--- src/rtl/adxl362_ascii_cmd_pkg.sv ---
// Shared types and ASCII constants for the ADXL362 ASCII command parser.
package adxl362_ascii_cmd_pkg;

  typedef enum logic [1:0] {
    IDLE    = 2'd0,
    DIGITS  = 2'd1,
    DISCARD = 2'd2,
    PEND    = 2'd3
  } t_parse_state;

  localparam logic [7:0] ASCII_CR   = 8'h0D;
  localparam logic [7:0] ASCII_LF   = 8'h0A;
  localparam logic [7:0] ASCII_SP   = 8'h20;
  localparam logic [7:0] ASCII_W_UC = 8'h57;
  localparam logic [7:0] ASCII_W_LC = 8'h77;
  localparam logic [7:0] ASCII_R_UC = 8'h52;
  localparam logic [7:0] ASCII_R_LC = 8'h72;

  // Digits needed after the opcode: two address digits, plus two data digits for writes.
  localparam logic [2:0] NEED_WRITE = 3'd4;
  localparam logic [2:0] NEED_READ  = 3'd2;
  localparam logic [2:0] CNT_MAX    = 3'd5;

  function automatic logic is_eol(input logic [7:0] b);
    return (b == ASCII_CR) || (b == ASCII_LF);
  endfunction

endpackage

--- src/rtl/adxl362_ascii_cmd_parser_hex_decoder.sv ---
// ASCII hex digit to nibble; inverse of the display path's nibble-to-ASCII function.
module ascii_hex_digit_decoder (
  input  logic [7:0] ascii,
  output logic       is_hex,
  output logic [3:0] nibble
);

  // Decode '0'-'9', 'A'-'F' and 'a'-'f'; anything else reports not-hex with nibble 0.
  always_comb begin
    is_hex = 1'b0;
    nibble = 4'h0;
    if (ascii >= 8'h30 && ascii <= 8'h39) begin
      is_hex = 1'b1;
      nibble = ascii[3:0];
    end else if ((ascii >= 8'h41 && ascii <= 8'h46) || (ascii >= 8'h61 && ascii <= 8'h66)) begin
      is_hex = 1'b1;
      nibble = ascii[3:0] + 4'd9;
    end
  end

endmodule

--- src/rtl/adxl362_ascii_cmd_parser.sv ---
// Parses "W aa dd <EOL>" / "R aa <EOL>" ASCII lines from the UART RX into
// register commands for the ADXL362 SPI command FSM.
//
// state   | meaning
// IDLE    | waiting for an opcode; empty lines and spaces ignored
// DIGITS  | opcode latched, collecting hex digits into the shift register
// DISCARD | malformed line already flagged; swallow bytes until EOL
// PEND    | command presented on o_cmd_*, waiting for i_cmd_ready
module adxl362_ascii_cmd_parser
  import adxl362_ascii_cmd_pkg::*;
#(
  parameter logic [7:0] parm_max_addr = 8'h2E
) (
  input  logic       i_clk_20mhz,
  input  logic       i_rst_20mhz,
  input  logic [7:0] i_rx_data,
  input  logic       i_rx_valid,
  input  logic       i_cmd_ready,
  output logic       o_cmd_valid,
  output logic       o_cmd_write,
  output logic [7:0] o_cmd_addr,
  output logic [7:0] o_cmd_data,
  output logic       o_cmd_error,
  output logic       o_overrun
);

  t_parse_state state, state_nx;
  logic        op_write, op_write_nx;
  logic [2:0]  cnt, cnt_nx;
  logic [15:0] sr, sr_nx;
  logic        valid_nx, write_nx, error_nx, overrun_nx;
  logic [7:0]  addr_nx, data_nx;

  logic        rx_is_hex;
  logic [3:0]  rx_nibble;
  logic [2:0]  need;
  logic [2:0]  cnt_inc;
  logic [7:0]  parse_addr;
  logic        rx_is_op_w, rx_is_op_r;

  ascii_hex_digit_decoder u_hex (
    .ascii  (i_rx_data),
    .is_hex (rx_is_hex),
    .nibble (rx_nibble)
  );

  assign need       = op_write ? NEED_WRITE : NEED_READ;
  assign cnt_inc    = (cnt == CNT_MAX) ? cnt : cnt + 3'd1;
  assign parse_addr = op_write ? sr[15:8] : sr[7:0];
  assign rx_is_op_w = (i_rx_data == ASCII_W_UC) || (i_rx_data == ASCII_W_LC);
  assign rx_is_op_r = (i_rx_data == ASCII_R_UC) || (i_rx_data == ASCII_R_LC);

  // Next-state and next-output logic; errors and overruns are single-cycle pulses.
  always_comb begin
    state_nx    = state;
    op_write_nx = op_write;
    cnt_nx      = cnt;
    sr_nx       = sr;
    valid_nx    = o_cmd_valid;
    write_nx    = o_cmd_write;
    addr_nx     = o_cmd_addr;
    data_nx     = o_cmd_data;
    error_nx    = 1'b0;
    overrun_nx  = 1'b0;

    unique case (state)
      IDLE: begin
        if (i_rx_valid) begin
          if (rx_is_op_w || rx_is_op_r) begin
            op_write_nx = rx_is_op_w;
            cnt_nx      = 3'd0;
            sr_nx       = 16'h0000;
            state_nx    = DIGITS;
          end else if (!is_eol(i_rx_data) && i_rx_data != ASCII_SP) begin
            error_nx = 1'b1;
            state_nx = DISCARD;
          end
        end
      end

      DIGITS: begin
        if (i_rx_valid && i_rx_data != ASCII_SP) begin
          if (rx_is_hex) begin
            sr_nx  = {sr[11:0], rx_nibble};
            cnt_nx = cnt_inc;
            if (cnt_inc > need) begin
              error_nx = 1'b1;
              state_nx = DISCARD;
            end
          end else if (is_eol(i_rx_data)) begin
            if (cnt == need && parse_addr <= parm_max_addr) begin
              valid_nx = 1'b1;
              write_nx = op_write;
              addr_nx  = parse_addr;
              data_nx  = op_write ? sr[7:0] : 8'h00;
              state_nx = PEND;
            end else begin
              error_nx = 1'b1;
              state_nx = IDLE;
            end
          end else begin
            error_nx = 1'b1;
            state_nx = DISCARD;
          end
        end
      end

      DISCARD: begin
        if (i_rx_valid && is_eol(i_rx_data)) state_nx = IDLE;
      end

      PEND: begin
        overrun_nx = i_rx_valid;
        if (i_cmd_ready) begin
          valid_nx = 1'b0;
          state_nx = IDLE;
        end
      end

      default: state_nx = IDLE;
    endcase
  end

  // State and registered outputs; reset discards any partial line or pending command.
  always_ff @(posedge i_clk_20mhz or posedge i_rst_20mhz) begin
    if (i_rst_20mhz) begin
      state       <= IDLE;
      op_write    <= 1'b0;
      cnt         <= 3'd0;
      sr          <= 16'h0000;
      o_cmd_valid <= 1'b0;
      o_cmd_write <= 1'b0;
      o_cmd_addr  <= 8'h00;
      o_cmd_data  <= 8'h00;
      o_cmd_error <= 1'b0;
      o_overrun   <= 1'b0;
    end else begin
      state       <= state_nx;
      op_write    <= op_write_nx;
      cnt         <= cnt_nx;
      sr          <= sr_nx;
      o_cmd_valid <= valid_nx;
      o_cmd_write <= write_nx;
      o_cmd_addr  <= addr_nx;
      o_cmd_data  <= data_nx;
      o_cmd_error <= error_nx;
      o_overrun   <= overrun_nx;
    end
  end

endmodule
--- config.mk ---
export PLATFORM = sky130hd
export DESIGN_NAME = adxl362_ascii_cmd_parser
export DESIGN_NICKNAME = d
export VERILOG_FILES = /design/src/rtl/adxl362_ascii_cmd_pkg.sv /design/src/rtl/adxl362_ascii_cmd_parser_hex_decoder.sv /design/src/rtl/adxl362_ascii_cmd_parser.sv
export SDC_FILE = /design/constraint.sdc
export NUM_CORES = 1
export LEC_CHECK = 0
export CORE_MARGIN = 3
export CORE_UTILIZATION = 48
export DETAILED_ROUTE_END_ITERATION = 10
export PLACE_DENSITY_LB_ADDON = 0.05
export SLEW_MARGIN = 20
export SYNTH_ARGS = -nofsm -noshare
export SYNTH_HDL_FRONTEND = slang
export SYNTH_SLANG_ARGS = --single-unit
export TNS_END_PERCENT = 50
--- constraint.sdc ---
create_clock -name i_clk_20mhz -period 1.7 [get_ports i_clk_20mhz]
set_input_delay 0.425 -clock i_clk_20mhz [delete_from_list [all_inputs] [get_ports i_clk_20mhz]]
set_output_delay 0.425 -clock i_clk_20mhz [all_outputs]
set_load 0.02 [all_outputs]
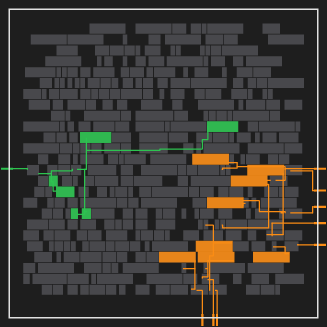
Fig. 1. Port wiring (run 1).
Drawn at 4 px/µm.
[orange] o_cmd_data | direction: output | edge: 5 east, 3 south | end cells: 8 | buffers: 8 | wire: 208 µm
[green] i_rx_valid | direction: input | edge: west | end cells: 6 | buffers: 2 | wire: 80.0 µm

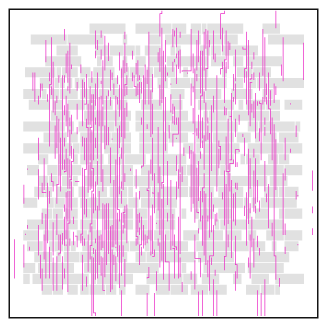
Fig. 2. Met2 routing (run 1).
Drawn at 4 px/µm.
main direction: vertical
wire length on this layer: 3150 µm
share of all routed wire: 51%
longest straight run: 38.4 µm

==> run summary, run 1 <==
Purpose: to document the outcome of synthesis and place and route.

Logic synthesis
The commonest register cell is sky130_fd_sc_hd__dfrtp_1. The sequential cell area fraction in the yosys report is 43.8%. Yosys reports that the leading cell type by area covers 43.8% of the netlist area.

Synthesis instantiated 49 different standard cells from the library. Yosys stat counts 233 cells in the synthesized netlist. Warnings reported by Yosys during synthesis add up to 0.

The main logic family after synthesis is multiplexers. The number of synthesized register bits is 42. The synthesized netlist occupies a cell area of 2400 µm².

Setup path
The longest individual stage delay on the worst path is 420 ps. The worst setup path is launched from a flip-flop. Max fanout on the critical path was recorded as 5. The cell sequence reported for the critical path is mux2i_2 -> a31oi_2 -> a221oi_2 -> buf_4 -> nand4_4 -> mux2_4. Among all stages on the critical path, the largest delay is contributed by sky130_fd_sc_hd__dfrtp_2. The required time at the endpoint of the critical path is 1880 ps. The number of cell instances on the worst register-to-register path is 6.

Drt
Per the detailed-route log, wirelength across all metal layers totals 6200 µm. Dividing the detail-routed via count by the number of cells gives 5.14. Per the post-route antenna check, the number of violating nets is 0. The post-route report lists met1 wire length as 2800 µm. After detailed routing, the met2 layer carries 3150 µm of wire. The mean routed wirelength per cell is 15.3 µm.

Final timing
The setup skew after layout is 11.0 ps. The maximum achievable frequency is 537 MHz. The count of final hold-check violations is 0. From the final report, the count of setup violators was given as 35. Checking max transition, the worst relative margin is 72.7%. Final hold analysis gives a worst-case slack of 484 ps. The part of the cycle the worst path needs is 109%. The final period demand of the worst path is 1860 ps.

The final critical-path setup slack is -161 ps.

Power and ir drop
Combinational power for this build is 1030 µW. For the clock group, total power comes out at 607 µW.

Global routing
The total overflow left after global routing is 0. The global routing met2 resource utilization is 37.0%. The initial antenna violation count is 0. The via count of the first global-routing pass is 2093.

Placement
The HPWL after detailed placement is 4290 µm.

Clocking
The count of H-tree levels built during CTS is 2. The TritonCTS clock tree is yes. The post-cts repair resize count is 70. Buffers added to address setup during post-CTS repair amount to 11.

The count of clock tree sinks is 42.

Cells and area
The finished layout reports a core utilization of 77.8%. After the last flow step, the layout net total stands at 359. In the final layout, the fill cell count is 327.

Worst hold path
The worst hold path class is in -> async.

Outcome
The checks that failed: negative setup slack. The run finished, with violations left.

Floorplan
The initial core utilization is 50.2%.
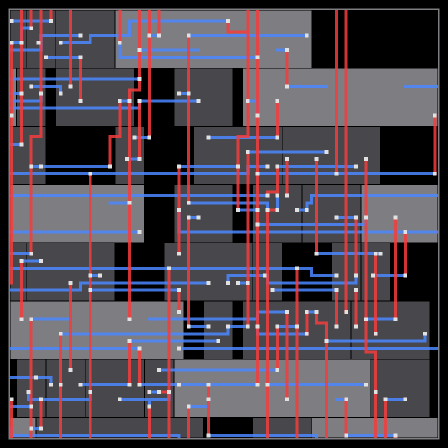
Fig. 3. Close-up of the layout (run 1).
Region (48, 48) to (68, 68) µm. Cells in gray, sequential cells in the stronger gray; small squares are vias.
[blue] M1
[red] M2
cells with their middle in the window: 30
most frequent: buf_4 (6)
netlist names of flops here include: sr (3), o_cmd_addr (2)
sequential cells in the window: 5

## run 1: metrics by stage
step,worst slack (ps),instance area (µm²)
after global placement,-761,3260
after CTS,-171,3610
after global routing,-301,3720
after floorplan,-298,2450
final,-161,3720
after detailed placement,-824,3260
## run 1: cell usage in the layout (no fill, tap or decap), types with 4 or more instances in the layout
cell type / n
sky130_fd_sc_hd__inv_1: 30
sky130_fd_sc_hd__mux2_2: 6
sky130_fd_sc_hd__buf_4: 63
sky130_fd_sc_hd__mux2_4: 7
sky130_fd_sc_hd__nand2_1: 27
sky130_fd_sc_hd__nor2_1: 9
sky130_fd_sc_hd__o21ai_0: 5
sky130_fd_sc_hd__xnor2_1: 4
sky130_fd_sc_hd__clkbuf_8: 5
sky130_fd_sc_hd__dfrtp_1: 41
sky130_fd_sc_hd__buf_6: 10
sky130_fd_sc_hd__clkdlybuf4s50_1: 7
sky130_fd_sc_hd__mux2i_1: 22
sky130_fd_sc_hd__nand4_1: 4
sky130_fd_sc_hd__nand3_1: 4
sky130_fd_sc_hd__buf_12: 5
sky130_fd_sc_hd__dlymetal6s2s_1: 14
## run 1: layout make-up
type | count | area (µm²) | share of cell area, %
Clock inverter | 2 | 10.0 | 0.269
Tap cell | 67 | 83.8 | 2.25
Clock buffer | 5 | 68.8 | 1.85
Inverter | 33 | 129 | 3.46
Multi-Input combinational cell | 150 | 1350 | 36.3
Timing Repair Buffer | 107 | 1020 | 27.5
Sequential cell | 42 | 1050 | 28.3
## run 1: state kept, by name (all words and copies together) (netlist names)
| name | cells |
|---|---|
| o_cmd_addr | 8 |
| o_overrun | 1 |
| o_cmd_write | 1 |
| o_cmd_valid | 1 |
| op_write | 1 |
| state | 2 |
| o_cmd_data | 8 |
| sr | 16 |
| cnt | 3 |
| o_cmd_error | 1 |
## Run 2: what changed since run 1
CTS_CLUSTER_SIZE = 8   (was not set)
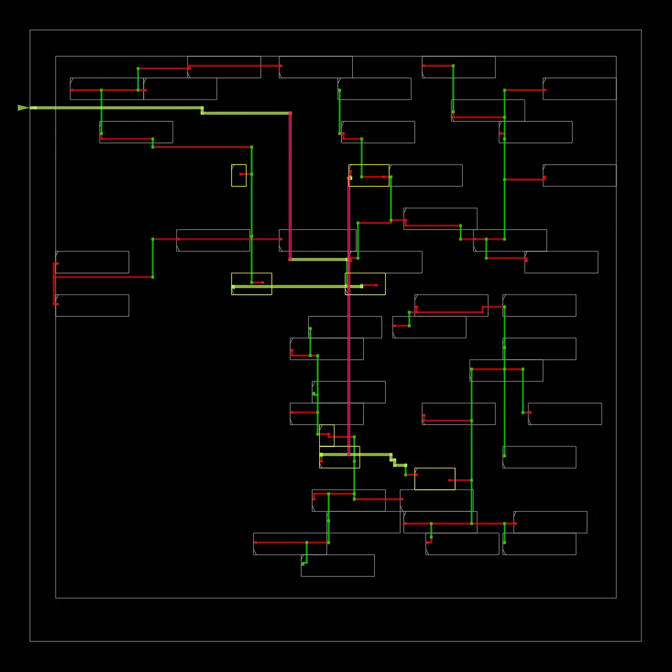
Fig. 4. The clock network (run 2).
worst skew pair latency: 290 ps
Worst Skew: 11.0 ps

==> run summary, run 2 <==
Purpose: to document the outcome of synthesis and place and route.

Final timing
The count of final hold-check violations is 0 (unchanged). The final-report setup violation count is 35 (unchanged). The maximum achievable frequency was 537 MHz (unchanged). The final critical-path setup slack came to -161 ps (unchanged).

The final period demand of the worst path was 1860 ps (unchanged).

Clocking
The count of clock tree sinks is 42 (unchanged). TritonCTS built the clock tree.

Logic synthesis
The count of different cell masters after synthesis is 49 (unchanged). The predominant post-synthesis flop cell is sky130_fd_sc_hd__dfrtp_1. The total cells reported by yosys after synthesis is 233 (unchanged).

Drt
The remaining antenna violation count came to 0 (unchanged). The routed wire length is 6200 µm (unchanged). The detailed-route wire length on metal 1 is 2800 µm (unchanged).

Floorplan
The initial core utilization is 50.2% (unchanged).

Power and ir drop
The total combinational power is 1030 µW (about the same).

Cells and area
The post-layout net count is 359 (unchanged). The number of flip-flops under the largest register name is 16 (unchanged).

Outcome
The run finished, with violations left. The checks that failed: negative setup slack.

Setup path
The maximum fanout along the worst path came to 5 (unchanged).
run 2: cell counts in the layout (fill, tap and decap cells not counted):
No cell type changed its count.
run 2: cells by family (layout without fill, tap and decap cells):
family / count (synthesis) / in the layout
muxes: 38 / 38
adders and majority gates: 8 / 8
AOI/OAI and AO/OA: 34 / 34
buffers and inverters: 42 / 147
and+or+nand+nor: 65 / 66
DFF: 42 / 42
xor gates and xnor gates: 4 / 4
run 2: through the flow:
stage | TNS (ps) | util, % | worst slack [ps] | cells | total power [µW]
6_report | -3080 | 77.8 | -161 | 406 | 2850
2_1_floorplan | -5520 | - | -298 | 233 | 1690
3_5_place_dp | -30150 | 68.1 | -824 | 384 | 2140
5_1_grt | -5720 | 77.8 | -301 | 406 | 3030
3_3_place_gp | -28960 | 68.1 | -761 | 384 | 2120
4_1_cts | -3630 | 75.5 | -171 | 404 | 2840
run 2: layout make-up:
cell class / count / area [µm²] / share of cell area, %
Multi-Input combinational cell: 150 / 1350 / 36.3
Sequential cell: 42 / 1050 / 28.3
Timing Repair Buffer: 107 / 1020 / 27.5
Inverter: 33 / 129 / 3.46
Tap cell: 67 / 83.8 / 2.25
Clock buffer: 5 / 68.8 / 1.85
Clock inverter: 2 / 10.0 / 0.269
run 2: critical path, stage by stage, from the launching register on:
cell                       delay, ps
sky130_fd_sc_hd__dfrtp_2         420
sky130_fd_sc_hd__mux2i_2         280
sky130_fd_sc_hd__a31oi_2          90
sky130_fd_sc_hd__a221oi_2        260
sky130_fd_sc_hd__buf_4           190
sky130_fd_sc_hd__nand4_4         160
sky130_fd_sc_hd__mux2_4          350
run 2: timing repair:
| action | 4_1_cts | 5_1_grt |
|---|---|---|
| buffers inserted | 11 | 2 |
| endpoints found under the setup margin | 42 | 54 |
| pin swaps | 20 | 11 |
| gates resized | 70 | 31 |
| cloned | 2 | 0 |
Power figures rest on the tool's default switching activity, not on a simulated workload.
